<file path="config.mk">
export PLATFORM = sky130hd
export DESIGN_NAME = rca_share_seq_flat
export DESIGN_NICKNAME = d
export VERILOG_FILES = /design/src/rtl/rca_share_seq_if.sv /design/src/rtl/rca_share_seq.sv /design/src/flat_wrapper.sv
export SDC_FILE = /design/constraint.sdc
export NUM_CORES = 1
export LEC_CHECK = 0
export CAP_MARGIN = 10
export CORE_AREA = 2 2 176 178
export CTS_CLUSTER_SIZE = 30
export DETAILED_ROUTE_END_ITERATION = 7
export DIE_AREA = 0 0 178 180
export GPL_TIMING_DRIVEN = 0
export HOLD_SLACK_MARGIN = 0.02
export PLACE_DENSITY = 0.83
export SKIP_LAST_GASP = 1
export SYNTH_ARGS = -nofsm -noshare
export SYNTH_HDL_FRONTEND = slang
export SYNTH_SLANG_ARGS = --single-unit
export TNS_END_PERCENT = 30
</file>
<file path="constraint.sdc">
create_clock -name clk -period 11.5 [get_ports clk]
set_input_delay 3.45 -clock clk [delete_from_list [all_inputs] [get_ports clk]]
set_output_delay 3.45 -clock clk [all_outputs]
set_load 0.02 [all_outputs]
</file>
<file path="src/rtl/rca_share_seq_if.sv">
// Request/response bundle for rca_share_seq; sub_in exists only when
// RCA_SHARE_SUB_EN is defined.
interface rca_share_seq_if #(
    parameter int WORDS = 4
);
    localparam int W = 16 * WORDS;

    logic [1:0]   req_valid;
    logic [1:0]   req_ready;
    logic [W-1:0] a0, b0, a1, b1;
    logic [1:0]   cin_in;
`ifdef RCA_SHARE_SUB_EN
    logic [1:0]   sub_in;
`endif
    logic         busy;
    logic         done;
    logic         done_id;
    logic [W-1:0] sum;
    logic         cout;

    modport master (
`ifdef RCA_SHARE_SUB_EN
        output sub_in,
`endif
        output req_valid, a0, b0, a1, b1, cin_in,
        input  req_ready, busy, done, done_id, sum, cout
    );

    modport slave (
`ifdef RCA_SHARE_SUB_EN
        input  sub_in,
`endif
        input  req_valid, a0, b0, a1, b1, cin_in,
        output req_ready, busy, done, done_id, sum, cout
    );
endinterface

</file>
<file path="src/rtl/rca_share_seq.sv">
// Two-requester multi-precision adder streaming 16-bit slices through one shared
// ripple-carry adder. Define RCA_SHARE_SUB_EN to add per-requester subtract.
module sixteen_bit_adder (
    input  logic [15:0] a,
    input  logic [15:0] b,
    input  logic        cin,
    output logic [15:0] s,
    output logic        cout
);
    logic [16:0] c;

    assign c[0] = cin;
    for (genvar i = 0; i < 16; i++) begin : g_fa
        assign s[i]   = a[i] ^ b[i] ^ c[i];
        assign c[i+1] = (a[i] & b[i]) | (c[i] & (a[i] ^ b[i]));
    end
    assign cout = c[16];
endmodule

module rca_share_seq #(
    parameter int WORDS = 4
) (
    input logic          clk,
    input logic          rst,
    rca_share_seq_if.slave bus
);
    localparam int W  = 16 * WORDS;
    localparam int IW = (WORDS > 1) ? $clog2(WORDS) : 1;

    typedef enum logic [1:0] {IDLE, RUN, DONE} state_t;

    state_t       state_q, state_d;
    logic [IW-1:0] idx_q, idx_d;
    logic         carry_q, carry_d;
    logic         last_q, last_d;
    logic         owner_q, owner_d;
    logic         sub_q, sub_d;
    logic [W-1:0] a_q, a_d, b_q, b_d, work_q, work_d, sum_q, sum_d;
    logic         cout_q, cout_d, done_q, done_d, done_id_q, done_id_d;
    logic         busy_q, busy_d;

    logic [1:0]   ready;
    logic         gid;
    logic         gsub;
    logic [15:0]  a_sl, b_sl, add_s;
    logic         add_co;

    sixteen_bit_adder u_add (
        .a    (a_sl),
        .b    (b_sl),
        .cin  (carry_q),
        .s    (add_s),
        .cout (add_co)
    );

`ifdef RCA_SHARE_SUB_EN
    assign gsub = bus.sub_in[gid];
`else
    assign gsub = 1'b0;
`endif

    // Round robin on a tie: last_q resets to 1 so requester 0 wins first.
    always_comb begin
        ready = 2'b00;
        if (state_q == IDLE && !rst) begin
            case (bus.req_valid)
                2'b01:   ready = 2'b01;
                2'b10:   ready = 2'b10;
                2'b11:   ready = last_q ? 2'b01 : 2'b10;
                default: ready = 2'b00;
            endcase
        end
        gid = ready[1];
    end

    always_comb begin
        a_sl = '0;
        b_sl = '0;
        for (int k = 0; k < WORDS; k++) begin
            if (idx_q == IW'(k)) begin
                a_sl = a_q[16*k +: 16];
                b_sl = b_q[16*k +: 16] ^ {16{sub_q}};
            end
        end
    end

    always_comb begin
        state_d   = state_q;
        idx_d     = idx_q;
        carry_d   = carry_q;
        last_d    = last_q;
        owner_d   = owner_q;
        sub_d     = sub_q;
        a_d       = a_q;
        b_d       = b_q;
        work_d    = work_q;
        sum_d     = sum_q;
        cout_d    = cout_q;
        done_d    = 1'b0;
        done_id_d = done_id_q;
        busy_d    = busy_q;
        case (state_q)
            IDLE: if (|ready) begin
                a_d     = gid ? bus.a1 : bus.a0;
                b_d     = gid ? bus.b1 : bus.b0;
                sub_d   = gsub;
                carry_d = gsub | bus.cin_in[gid];
                idx_d   = '0;
                last_d  = gid;
                owner_d = gid;
                busy_d  = 1'b1;
                state_d = RUN;
            end
            RUN: begin
                for (int k = 0; k < WORDS; k++)
                    if (idx_q == IW'(k)) work_d[16*k +: 16] = add_s;
                carry_d = add_co;
                idx_d   = idx_q + IW'(1);
                // Result registers load here so they are valid during the done cycle.
                if (idx_q == IW'(WORDS - 1)) begin
                    idx_d     = '0;
                    busy_d    = 1'b0;
                    done_d    = 1'b1;
                    sum_d     = work_d;
                    cout_d    = add_co;
                    done_id_d = owner_q;
                    state_d   = DONE;
                end
            end
            DONE:    state_d = IDLE;
            default: state_d = IDLE;
        endcase
    end

    always_ff @(posedge clk or posedge rst) begin
        if (rst) begin
            state_q   <= IDLE;
            idx_q     <= '0;
            carry_q   <= 1'b0;
            last_q    <= 1'b1;
            owner_q   <= 1'b0;
            sub_q     <= 1'b0;
            a_q       <= '0;
            b_q       <= '0;
            work_q    <= '0;
            sum_q     <= '0;
            cout_q    <= 1'b0;
            done_q    <= 1'b0;
            done_id_q <= 1'b0;
            busy_q    <= 1'b0;
        end else begin
            state_q   <= state_d;
            idx_q     <= idx_d;
            carry_q   <= carry_d;
            last_q    <= last_d;
            owner_q   <= owner_d;
            sub_q     <= sub_d;
            a_q       <= a_d;
            b_q       <= b_d;
            work_q    <= work_d;
            sum_q     <= sum_d;
            cout_q    <= cout_d;
            done_q    <= done_d;
            done_id_q <= done_id_d;
            busy_q    <= busy_d;
        end
    end

    assign bus.req_ready = ready;
    assign bus.busy      = busy_q;
    assign bus.done      = done_q;
    assign bus.done_id   = done_id_q;
    assign bus.sum       = sum_q;
    assign bus.cout      = cout_q;
endmodule

</file>
<file path="src/flat_wrapper.sv">
// flat-port wrapper written by rule: the top's interface ports become plain ports
module rca_share_seq_flat 
#(
    parameter int WORDS = 4
)
  (clk, rst, bus_req_valid, bus_a0, bus_b0, bus_a1, bus_b1, bus_cin_in, bus_req_ready, bus_busy, bus_done, bus_done_id, bus_sum, bus_cout);
  rca_share_seq_if #(.WORDS(WORDS)) bus_i ();
  input logic clk;
  input logic rst;
  input wire logic [$bits(bus_i.req_valid)-1:0] bus_req_valid;
  input wire logic [$bits(bus_i.a0)-1:0] bus_a0;
  input wire logic [$bits(bus_i.b0)-1:0] bus_b0;
  input wire logic [$bits(bus_i.a1)-1:0] bus_a1;
  input wire logic [$bits(bus_i.b1)-1:0] bus_b1;
  input wire logic [$bits(bus_i.cin_in)-1:0] bus_cin_in;
  output wire logic [$bits(bus_i.req_ready)-1:0] bus_req_ready;
  output wire logic [$bits(bus_i.busy)-1:0] bus_busy;
  output wire logic [$bits(bus_i.done)-1:0] bus_done;
  output wire logic [$bits(bus_i.done_id)-1:0] bus_done_id;
  output wire logic [$bits(bus_i.sum)-1:0] bus_sum;
  output wire logic [$bits(bus_i.cout)-1:0] bus_cout;
  assign bus_i.req_valid = bus_req_valid;
  assign bus_i.a0 = bus_a0;
  assign bus_i.b0 = bus_b0;
  assign bus_i.a1 = bus_a1;
  assign bus_i.b1 = bus_b1;
  assign bus_i.cin_in = bus_cin_in;
  assign bus_req_ready = bus_i.req_ready;
  assign bus_busy = bus_i.busy;
  assign bus_done = bus_i.done;
  assign bus_done_id = bus_i.done_id;
  assign bus_sum = bus_i.sum;
  assign bus_cout = bus_i.cout;
  rca_share_seq #(.WORDS(WORDS)) u_core (.clk(clk), .rst(rst), .bus(bus_i));
endmodule
</file>
### M1 wires, run 1

Supply wires on this layer in gray.
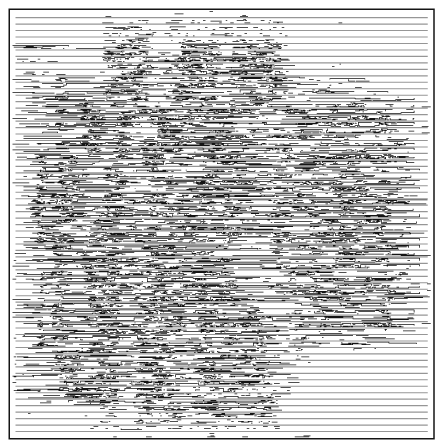
longest straight run: 58.9 um
wire length on this layer: 20000 um
met1 global-route usage: 41.20%
Routed WL: 51310 um
Vias: 14010

### Met2 routing, run 1

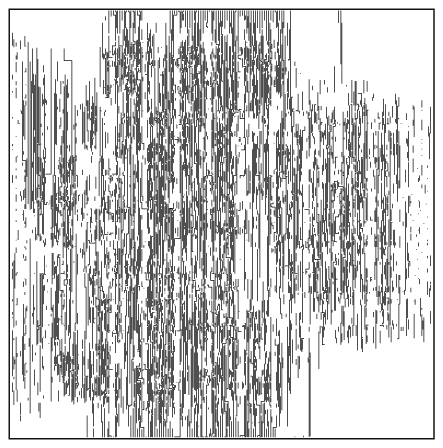
main direction: vertical
wire length on this layer: 23.7 mm
share of all routed wire: 46%
longest straight run: 81.6 um
met2 GRT Util: 50.78%

### The metal 3 layer, run 1

Bar = 50 um.
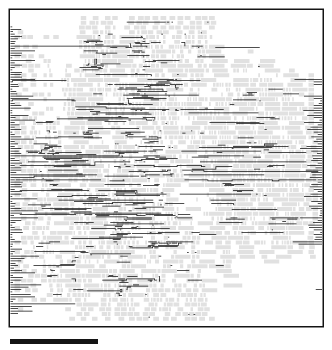
main direction: horizontal
longest straight run: 67.2 um
nets with wire on the layer: 459

==> results.py, run 1 <==
# Metrics from the implementation run
metrics = {
    "status": {
        "outcome": "complete, no violations",
    },
    "logic_synthesis": {
        "yosys.area_share.simple_pct": 15.80,
        "synth_area_leader_cell": "dfrtp_1",
        "syn_nets": 1775,
        "ys_sh_adder_pct": 2.759,
        "synth_top_area_share_pct": 46.61,
        "avgSynthCellArea_um2": 8.991,
        "synthArstFlopShare_pct": 100.0,
        "syn_inst": 1493,
    },
    "final_layout": {
        "nNonClkBuffers": 517,
        "drive_gt1_share_pct": 4.815,
        "seq_cells": 251,
        "flop_area_um2": 6282,
        "sh_comb_area_pct": 33.53,
        "bufAreaShareNonClock_pct": 22.86,
        "nClkBuffers": 38,
        "layout.cells.non_filler": 2267,
        "comb_cells": 999,
        "seq-cell-share_pct": 34.54,
    },
    "route": {
        "vias_per_cell": 6.180,
    },
    "global_routing": {
        "overflow": 0,
        "grt_pass1_wl_um": 78070,
    },
    "die": {
        "num_rows": 64,
        "die.size.y_um": 180,
        "die_w_um": 178,
        "nWellTaps": 396,
    },
    "timing": {
        "hold_slack_ns": 0.4735,
        "fin_tns_setup_ns": 0,
        "finalMaxSlewViolations": 0,
        "max_slew.worst_pin.slew_ns": 0.9951,
        "setup_slack_ns": 1.505,
    },
    "placed_design": {
        "io_buffers": 330,
        "dp_slack_ns": 1.547,
        "dp_hpwl_um": 39400,
    },
    "power_and_ir_drop": {
        "power_frac_clock_pct": 15.1,
        "power.group.top": "combinational logic",
    },
    "critical_path": {
        "path_common_cell": "fa_1",
        "worst_setup_path_start_kind": "flip-flop",
        "crit_arrival_ns": 10.42,
        "r2r-start": "u_core.idx_q[0]",
        "cp.depth": 27,
        "rrSetupSlack_ns": 1.50,
    },
    "worst_hold_path": {
        "hold_depth": 2,
    },
    "clocking": {
        "root_buffer": "clkbuf_16",
        "cts_tree": "yes",
        "clk_pin_slew_ns": 0.06,
    },
    "flow_run": {
        "warnings": 35,
    },
}
-- run 1: cells in the mapped netlist (2+ instances only) --
cell / number
nor3_1: 130
nand2_1: 156
a31oi_1: 128
nand2b_1: 2
nand4_1: 128
dfrtp_1: 250
a31o_2: 2
mux2i_1: 42
a21oi_1: 65
buf_6: 14
o21ai_0: 143
nor2_1: 2
fa_1: 16
nand3b_1: 5
ha_1: 4
o31ai_1: 128
inv_1: 56
clkbuf_1: 147
a22o_1: 4
a22oi_1: 28
buf_2: 20
a21o_1: 2
buf_1: 5
mux2_2: 6
-- run 1: per-layer routing --
layer	track usage, %	vias up	routed length, um	part of all wire, %
met5	0	-	0	0
met4	12.85	0	2452	4.8
met3	6.303	174	5164	10
met2	50.78	888	23710	46
met1	41.20	6675	19980	39
li1	-	6272	-	-
==> inputs of run 2 (changes only) <==
CORE_AREA = 2 2 235 237   (was 2 2 176 178)
DIE_AREA = 0 0 237 239   (was 0 0 178 180)
PLACE_DENSITY = 0.56   (was 0.83)
### M1 wires, run 2

Supply wires on this layer in gray.
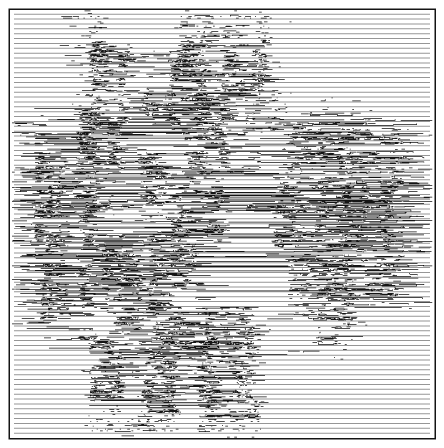
Routed WL: 59440 um
Vias: 13590

==> run 2 against run 1 <==
Against the previous run: first-iteration DRC count shrank 33%; global-route usage shrank 11 points; final cell count grew 14%; register-to-register slack lost 0.30 ns; maximum frequency shrank 2.9%; critical path type unchanged; highest routed layer is now met5.
==> results.py, run 2 <==
# Metrics from the implementation run
metrics = {
    "timing": {
        "fin_tns_setup_ns": 0,
        "period_minus_slack_ns": 10.29,
        "setup_slack_ns": 1.207,
        "post-route-period-util_pct": 89.51,
        "finalMaxSlewViolations": 0,
        "max_slew.worst_pin.slew_ns": 1.261,
        "hold_slack_ns": 0.4788,
        "slew-limit-headroom_pct": 15.92,
    },
    "logic_synthesis": {
        "syn_nets": 1775,
        "avgSynthCellArea_um2": 8.991,
        "ys_ff": 251,
        "synth_dominant_cell_count": "dfrtp_1",
        "syn_inst": 1493,
        "synth_area_leader_cell": "dfrtp_1",
        "netlist_top_cells_count": "dfrtp_1 (250), nand2_1 (156), clkbuf_1 (147), o21ai_0 (143), nor3_1 (130)",
        "syn_area_um2": 13420,
        "synth_top_area_share_pct": 46.61,
        "synthArstFlopShare_pct": 100.0,
    },
    "final_layout": {
        "sh_comb_area_pct": 32.86,
        "comb_cells": 999,
        "finish.instance_area_um2": 18560,
        "nNonClkBuffers": 518,
        "num-fill-cells": 5561,
        "nClkBuffers": 39,
        "flop_area_um2": 6282,
        "lay_top_cells": "clkdlybuf4s50_1 (330), dfrtp_1 (250), nand2_1 (156)",
        "layout.cells.non_filler": 2583,
        "bufAreaShareNonClock_pct": 22.56,
        "seq_cells": 251,
        "seq-cell-share_pct": 33.85,
        "drive_gt1_share_pct": 5.061,
        "dominant_cells": "flip-flops and latches",
    },
    "die": {
        "die.size.y_um": 239,
        "die-area_um2": 56640,
        "die_w_um": 237,
        "nWellTaps": 704,
        "num_rows": 86,
    },
    "route": {
        "wl_met3_um": 3748,
        "vias_per_cell": 5.259,
        "route.detailed.drc": 0,
        "drtIter0Drc": 1044,
        "met1Wirelength_um": 25710,
        "wl_met2_um": 27650,
        "top_layer": "met5",
    },
    "clocking": {
        "clk_pin_slew_ns": 0.06,
        "cts_tree": "yes",
        "htreeDepth": 1,
        "root_buffer": "clkbuf_16",
    },
    "critical_path": {
        "r2r-start": "u_core.idx_q[0]",
        "setup.worst_path.start": "u_core.idx_q[0]",
        "worst_setup_path_start_kind": "flip-flop",
        "path_buffers": 6,
        "end_kind": "flip-flop",
        "cp.depth": 28,
        "crit_arrival_ns": 10.71,
        "rrSetupSlack_ns": 1.21,
        "path_common_cell": "fa_1",
    },
    "worst_hold_path": {
        "hp-class": "flip-flop to flip-flop",
        "hold_depth": 2,
        "holdPathEnd": "u_core.bus.sum[11]",
    },
    "global_routing": {
        "use_met1_pct": 26.77,
        "grt_pass1_wl_um": 87170,
        "overflow": 0,
        "met3_usage_pct": 3.614,
        "grtUsageTotal_pct": 20.47,
        "globalRoute.busiestLayer": "met2",
    },
    "flow_run": {
        "warnings": 31,
        "drv_cap": 0,
    },
    "placed_design": {
        "dp_slack_ns": 1.181,
        "io_buffers": 330,
        "dp_hpwl_um": 46690,
    },
    "status": {
        "outcome": "complete, no violations",
    },
}
### Met2 routing, run 2

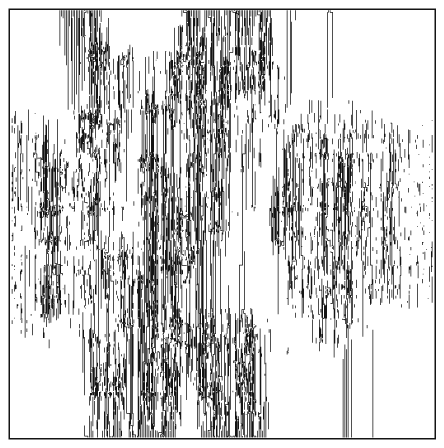
share of all routed wire: 47%
longest straight run: 93.2 um
wire length on this layer: 27.7 mm
main direction: vertical
nets with wire on the layer: 1832
met2 GRT Util: 33.84%

-- run 2: netlist changes by cell type in the layout (fill, tap and decap cells not counted), sizes merged --
cell and delta:
clkinv +7, bufinv -4, clkinvlp +2, buf +1, clkbuf +1, inv +1
-- run 2: cells by family after synthesis --
group / after synthesis / synth area share, %
and+or+nand+nor: 427 / 15.80
buffers and inverters: 243 / 7.765
AOI/OAI and AO/OA: 504 / 23.24
muxes: 48 / 3.635
adders and majority gates: 20 / 2.759
DFF: 251 / 46.80
-- run 2: power by group --
group	switching [W]	internal, W	total, W	leakage [nW]
clock network	0.000386	0.000489	0.000875	0.438
registers	0.000323	0.00134	0.00167	3.01
logic	0.00245	0.00126	0.00372	3.63
Power is estimated from default activity; no workload was simulated.
